--- src/rtl/fp_int_frac_split.sv ---
// fp_int_frac_split: splits a float into floor(|x|) as unsigned binary and |x|-floor(|x|) as a float with x's sign.
// Latency: 3 cycles from accept to out_valid, one result per cycle, order preserved.
// Backpressure: every stage holds while out_valid & !out_ready; in_ready = !out_valid | out_ready.
// Optional macro INT_SAT_EN: int_o saturates when e >= INT_W and the ovf_o port is added.
// Assumes INT_W >= MAN_W+1 so that the integer part of any e < MAN_W fits in int_o.
module fp_int_frac_split #(
    parameter int EXP_W = 8,
    parameter int MAN_W = 23,
    parameter int INT_W = 32
) (
    input  logic                     clk,
    input  logic                     rst_n,
    input  logic                     in_valid,
    output logic                     in_ready,
    input  logic [EXP_W+MAN_W:0]     ip,
    output logic                     out_valid,
    input  logic                     out_ready,
    output logic [INT_W-1:0]         int_o,
    output logic [EXP_W+MAN_W:0]     fracfp,
    output logic                     sign_o,
`ifdef INT_SAT_EN
    output logic                     ovf_o,
`endif
    output logic                     exc_o
);

    localparam int FP_W = EXP_W + MAN_W + 1;
    localparam int BIAS = (1 << (EXP_W - 1)) - 1;
    localparam logic signed [EXP_W:0] BIAS_S = (EXP_W+1)'(BIAS);
    localparam logic signed [EXP_W:0] MAN_S  = (EXP_W+1)'(MAN_W);
`ifdef INT_SAT_EN
    localparam logic signed [EXP_W:0] INT_S  = (EXP_W+1)'(INT_W);
`endif

    // Index of the most significant set bit; 0 when the vector is empty.
    function automatic logic [EXP_W:0] lead_one(input logic [MAN_W-1:0] f);
        lead_one = '0;
        for (int i = 0; i < MAN_W; i++) begin
            if (f[i]) lead_one = (EXP_W+1)'(i);
        end
    endfunction

    logic                   w_adv;
    logic [EXP_W-1:0]       w1_exp;
    logic signed [EXP_W:0]  w1_e;

    assign w_adv    = !out_valid || out_ready;
    assign in_ready = w_adv;
    assign w1_exp   = ip[FP_W-2:MAN_W];
    assign w1_e     = $signed({1'b0, w1_exp}) - BIAS_S;

    // Stage 1 registers: unpacked operand.
    logic                   r1_vld;
    logic [FP_W-1:0]        r1_ip;
    logic signed [EXP_W:0]  r1_e;
    logic [MAN_W:0]         r1_m;
    logic                   r1_zero;
    logic                   r1_exc;

    // Stage 1: capture the accepted operand and unpack exponent and mantissa
    always_ff @(posedge clk or negedge rst_n) begin
        if (!rst_n) begin
            r1_vld  <= 1'b0;
            r1_ip   <= '0;
            r1_e    <= '0;
            r1_m    <= '0;
            r1_zero <= 1'b0;
            r1_exc  <= 1'b0;
        end else if (w_adv) begin
            r1_vld  <= in_valid;
            r1_ip   <= ip;
            r1_e    <= w1_e;
            r1_m    <= {1'b1, ip[MAN_W-1:0]};
            r1_zero <= (w1_exp == '0);
            r1_exc  <= (w1_exp == '1);
        end
    end

    logic [INT_W-1:0]       w1_m_ext;
    logic [EXP_W:0]         w2_rsh;
    logic [EXP_W:0]         w2_lsh;
    logic [INT_W-1:0]       w2_int;
    logic [FP_W-1:0]        w2_frac;
    logic [MAN_W-1:0]       w2_f;
    logic                   w2_norm;
`ifdef INT_SAT_EN
    logic                   w2_ovf;
`endif

    assign w1_m_ext = INT_W'(r1_m);
    assign w2_rsh   = MAN_S - r1_e;
    assign w2_lsh   = r1_e - MAN_S;

    // Stage 2: classify the operand and split it with the barrel shifters
    always_comb begin
        w2_int  = '0;
        w2_frac = {r1_ip[FP_W-1], {(FP_W-1){1'b0}}};
        w2_f    = '0;
        w2_norm = 1'b0;
`ifdef INT_SAT_EN
        w2_ovf  = 1'b0;
`endif
        if (r1_exc) begin
            w2_frac = r1_ip;                      // Inf/NaN passes through
        end else if (r1_zero) begin
            w2_frac = {r1_ip[FP_W-1], {(FP_W-1){1'b0}}};  // zero and flushed denormals
        end else if (r1_e[EXP_W]) begin
            w2_frac = r1_ip;                      // |x| < 1: all fraction
        end else if (r1_e < MAN_S) begin
            w2_int  = w1_m_ext >> w2_rsh;
            w2_f    = r1_m[MAN_W-1:0] & ~({MAN_W{1'b1}} << w2_rsh);
            w2_norm = 1'b1;
        end else begin
            w2_int  = w1_m_ext << w2_lsh;         // no fraction bits remain
`ifdef INT_SAT_EN
            if (r1_e >= INT_S) begin
                w2_int = '1;
                w2_ovf = 1'b1;
            end
`endif
        end
    end

    // Stage 2 registers: split results awaiting normalisation.
    logic                   r2_vld;
    logic                   r2_sign;
    logic                   r2_exc;
    logic [INT_W-1:0]       r2_int;
    logic [FP_W-1:0]        r2_frac;
    logic [MAN_W-1:0]       r2_f;
    logic [EXP_W:0]         r2_sh;
    logic                   r2_norm;
`ifdef INT_SAT_EN
    logic                   r2_ovf;
`endif

    // Stage 2: register the integer part and the raw fraction bits
    always_ff @(posedge clk or negedge rst_n) begin
        if (!rst_n) begin
            r2_vld  <= 1'b0;
            r2_sign <= 1'b0;
            r2_exc  <= 1'b0;
            r2_int  <= '0;
            r2_frac <= '0;
            r2_f    <= '0;
            r2_sh   <= '0;
            r2_norm <= 1'b0;
`ifdef INT_SAT_EN
            r2_ovf  <= 1'b0;
`endif
        end else if (w_adv) begin
            r2_vld  <= r1_vld;
            r2_sign <= r1_ip[FP_W-1];
            r2_exc  <= r1_exc;
            r2_int  <= w2_int;
            r2_frac <= w2_frac;
            r2_f    <= w2_f;
            r2_sh   <= w2_rsh;
            r2_norm <= w2_norm;
`ifdef INT_SAT_EN
            r2_ovf  <= w2_ovf;
`endif
        end
    end

    logic [EXP_W:0]         w3_p;
    logic [EXP_W-1:0]       w3_exp;
    logic [MAN_W-1:0]       w3_man;
    logic [FP_W-1:0]        w3_frac;

    // Stage 3: renormalise the fraction bits; truncation only, no rounding
    always_comb begin
        w3_p    = lead_one(r2_f);
        w3_exp  = EXP_W'(BIAS_S - r2_sh + w3_p);
        w3_man  = r2_f << ((EXP_W+1)'(MAN_W) - w3_p);
        w3_frac = r2_frac;
        if (r2_norm) begin
            if (r2_f == '0) w3_frac = {r2_sign, {(FP_W-1){1'b0}}};
            else            w3_frac = {r2_sign, w3_exp, w3_man};
        end
    end

    // Output registers: held while downstream stalls
    always_ff @(posedge clk or negedge rst_n) begin
        if (!rst_n) begin
            out_valid <= 1'b0;
            int_o     <= '0;
            fracfp    <= '0;
            sign_o    <= 1'b0;
            exc_o     <= 1'b0;
`ifdef INT_SAT_EN
            ovf_o     <= 1'b0;
`endif
        end else if (w_adv) begin
            out_valid <= r2_vld;
            int_o     <= r2_int;
            fracfp    <= w3_frac;
            sign_o    <= r2_sign;
            exc_o     <= r2_exc;
`ifdef INT_SAT_EN
            ovf_o     <= r2_ovf;
`endif
        end
    end

endmodule

--- config.mk ---
export PLATFORM = sky130hd
export DESIGN_NAME = fp_int_frac_split
export DESIGN_NICKNAME = d
export VERILOG_FILES = /design/src/rtl/fp_int_frac_split.sv
export SDC_FILE = /design/constraint.sdc
export NUM_CORES = 1
export LEC_CHECK = 0
export CAP_MARGIN = 20
export CORE_MARGIN = 2
export CORE_UTILIZATION = 28
export CTS_CLUSTER_SIZE = 24
export DETAILED_ROUTE_END_ITERATION = 7
export SLEW_MARGIN = 20
export SYNTH_ARGS = -nofsm -noshare
export SYNTH_HDL_FRONTEND = slang
export SYNTH_SLANG_ARGS = --single-unit
--- constraint.sdc ---
create_clock -name clk -period 3.5 [get_ports clk]
set_input_delay 0.875 -clock clk [delete_from_list [all_inputs] [get_ports clk]]
set_output_delay 0.875 -clock clk [all_outputs]
set_load 0.02 [all_outputs]
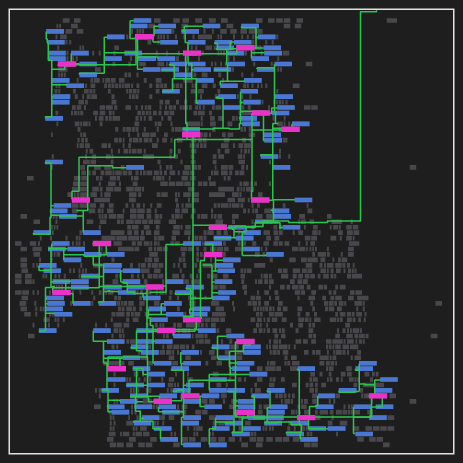
(images/clock_wires.png)
Drawn at 2 px/micron.
- flip-flops: blue (count 210)
- clock-net drivers: magenta (count 23)
- clock wires: green (length 2,960 microns)
- routed clock nets: 24
Late-Pin Clk Latency: 560 ps
clk_skew: 19.6 ps
Clk pwr share: 0.190
Clk. pwr: 2540 uW

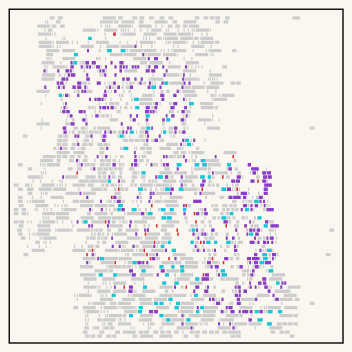
(images/gates.png)
Drawn at 1.5 px/micron.
- non-inverting ao/oa cells: cyan (cells 101; most used a22o_1)
- inv cells: red (cells 33; most used inv_1)
- aoi and oai cells: purple (cells 373; most used o21ai_0)

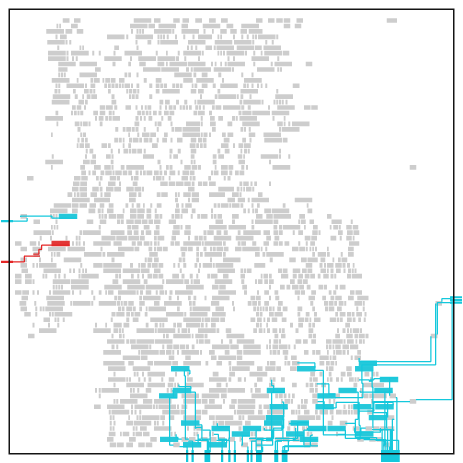
(images/port_trees.png)
Drawn at 2 px/micron.
- fracfp: cyan (bits 32; direction output; edge 28 bottom, 3 right, 1 left; end cells 32; wire 1,360 microns)
- out_valid: red (bits 1; direction output; edge left; end cells 1; wire 39.7 microns)

==> CHANGELOG.md <==
## Implementation

* Status: complete, but fails checks
* Failing checks: design-rule violations
* Sequential share of power at 0.282
* Overflow after GRT at 0
* CTS H-tree depth at 1
* Hold-fix buffers at CTS at 0
* DRT iter0 DRCs at 1,211
* # rows at 79
* Distinct lib cells used at 92
* Crit Path Max Fanout at 5
* Worst slew margin relative to its limit at 0.302
* Cts repair resizes at 0
* WP buf/inv at 2
* Cell area leaders: dfrtp_1 40%, nand2_1 10%, o21ai_0 4.3%, mux2i_1 4.2%, nor2_1 3.8%
* Nets at 1,739
* OpenROAD warnings at 30
* Synth Net Count at 1,650
* Area Growth Syn to Fin at 21.2%
* # Cells Yosys at 1,602
* Largest net degree at the start of global routing at 131
* Worst slew pin tran at 1040 ps
* Syn Inst Count at 1,602
* Syn. warnings at 0
* CTS clock-pin slew for the worst setup and hold paths at 60 ps
* Vias in the first global route at 12.4k
* FP Util at 0.284
* Die X at 221 microns
* Total clock sinks at 210
* Commonest cells after routing, fill and taps aside: 360 x nand2_1, 209 x dfrtp_1, 132 x nor2_1
* Synth Area per Inst at 8.27 sq um
* # DRC at 2
* R2R Setup Slk at 230 ps
* #FFs+latches synth at 210
* Die ar. at 49,100 sq um
* CP Data Required Time at 3940 ps
* Slowest-stage cell, CP: fa_1
* Via count at 12.9k
* Sequential area share after synthesis at 0.397
* Fillers at 4,881
* Diodes inserted at 0
* Crit path depth at 14
* Setup TNS at 0 ps
* Crit. Startpoint: r2_f[9]
* Internal at 7190 uW
* Post-CTS setup buffers at 0
* CP delay by family, top: AND-OR/OR-AND gates
* Worst slack, placed at 248 ps
* Critical-path cell list: or3_1 -> o211a_1 -> o21ai_4 -> inv_2 -> ha_1 -> fa_1 -> a21o_1 -> a21oi_1 -> inv_1 -> a21oi_1 -> nor2_1 -> xnor2_1 -> a221oi_1 -> nor2_1
* Layout cell share with drive strength beyond 1 at 0.112
* CTS Buf Count at 23
* Max Cap Viol at 0
* Net Sw Power at 6180 uW
* Routed vias/inst at 5.56
* Number of port buffers at 103
* Core Area at 46,700 sq um
* CP Capture Type: flip-flop
* Post-route minimum period at 3270 ps
* Ys async rst share at 1.00
* Hold WC Path Type: in -> async
* Worst R2R End: fracfp[29]
* Io pins at 104
* CTS tree: done
* Combinational group power at 7060 uW
* Commonest flop: dfrtp_1
* Seq power at 3770 uW
* Crit-path max cell delay at 430 ps
* Worst setup path category: reg -> reg
* Worst VDD drop at 0.391 mV
* RSZ-0062 raised after global routing: false
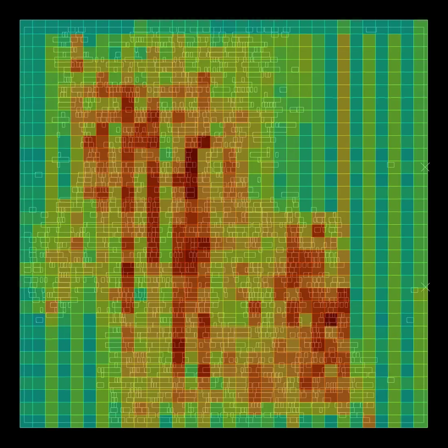
(images/congestion_map.png)
Avg WL per Cell: 20.7 microns
fin util: 0.344
grt peak-use layer: met2
all-layer global routing usage: 0.193

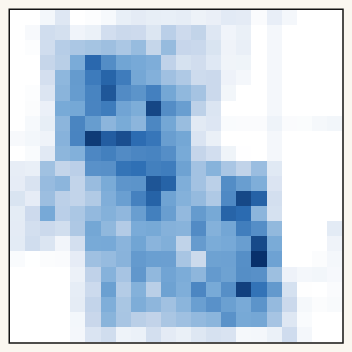
(images/route_heat.png)
Drawn at 1.5 px/micron. The die is cut into 22 by 22 equal tiles; white is low, dark blue is high, scaled to the fullest tile. Values are wire area over tile area, all layers added.
- emptiest ninth of the die: top right
- tiles over half the peak: 23%
- mean over tiles: 0.16
- fullest tile: 0.58
- densest ninth of the die: middle

state kept, by name, indices dropped and copies added (netlist names):
signal and flops:
r1_ip 32, int_o 32, r2_int 32, r1_e 9, fracfp 32, r2_norm 1, out_valid 1, r1_exc 1
r1_vld 1, sign_o 1, r1_zero 1, r1_m 1, exc_o 1, r2_sign 1, r2_vld 1, r2_frac 31
r2_f 23, r2_exc 1, r2_sh 8
synth_stat cells, drive strengths merged (28+ instances only):
cell type,count
clkbuf,95
buf,28
nand3,41
nor2,135
mux2i,56
inv,33
o21ai,123
nor3,32
dfrtp,210
a22o,36
a21oi,85
nand2,362
logic make-up after synthesis:
family / after synthesis / synth area share
simple gates: 640 / 0.205
flops: 210 / 0.397
xor+xnor: 25 / 0.0165
mux: 85 / 0.0707
fa+ha+maj: 12 / 0.0119
buf+inv: 156 / 0.0489
compound gates: 474 / 0.251
layer usage:
metal  GRT usage  vias up  part of all wire  wire length [microns]
met2       0.313      450              0.47                  22700
met3      0.0240       93             0.054                   2580
li1            -     5976                 -                      -
met1       0.265     6363              0.44                  21100
met4      0.0682        0             0.033                   1600
met5           0        -                 0                      0
through the flow:
stage | hold WS [ps] | util | std cells | instance area, sq um
3_3_place_gp | 444 | 0.327 | 2273 | 15300
5_1_grt | 372 | 0.344 | 2315 | 16000
2_1_floorplan | 430 | - | 1602 | 13200
6_report | 312 | 0.344 | 2315 | 16000
3_5_place_dp | 447 | 0.327 | 2273 | 15300
4_1_cts | 349 | 0.344 | 2315 | 16000
final cells by class:
class | instances | area [sq um] | area share
tap | 607 | 759 | 0.0473
multi-input combinational | 1236 | 7380 | 0.460
sequential | 210 | 5260 | 0.328
timing repair buffer | 187 | 1730 | 0.108
clock buffer | 34 | 677 | 0.0422
inverter | 33 | 126 | 0.00787
clock inverter | 8 | 116 | 0.00725
Power figures rest on the tool's default switching activity, not on a simulated workload.
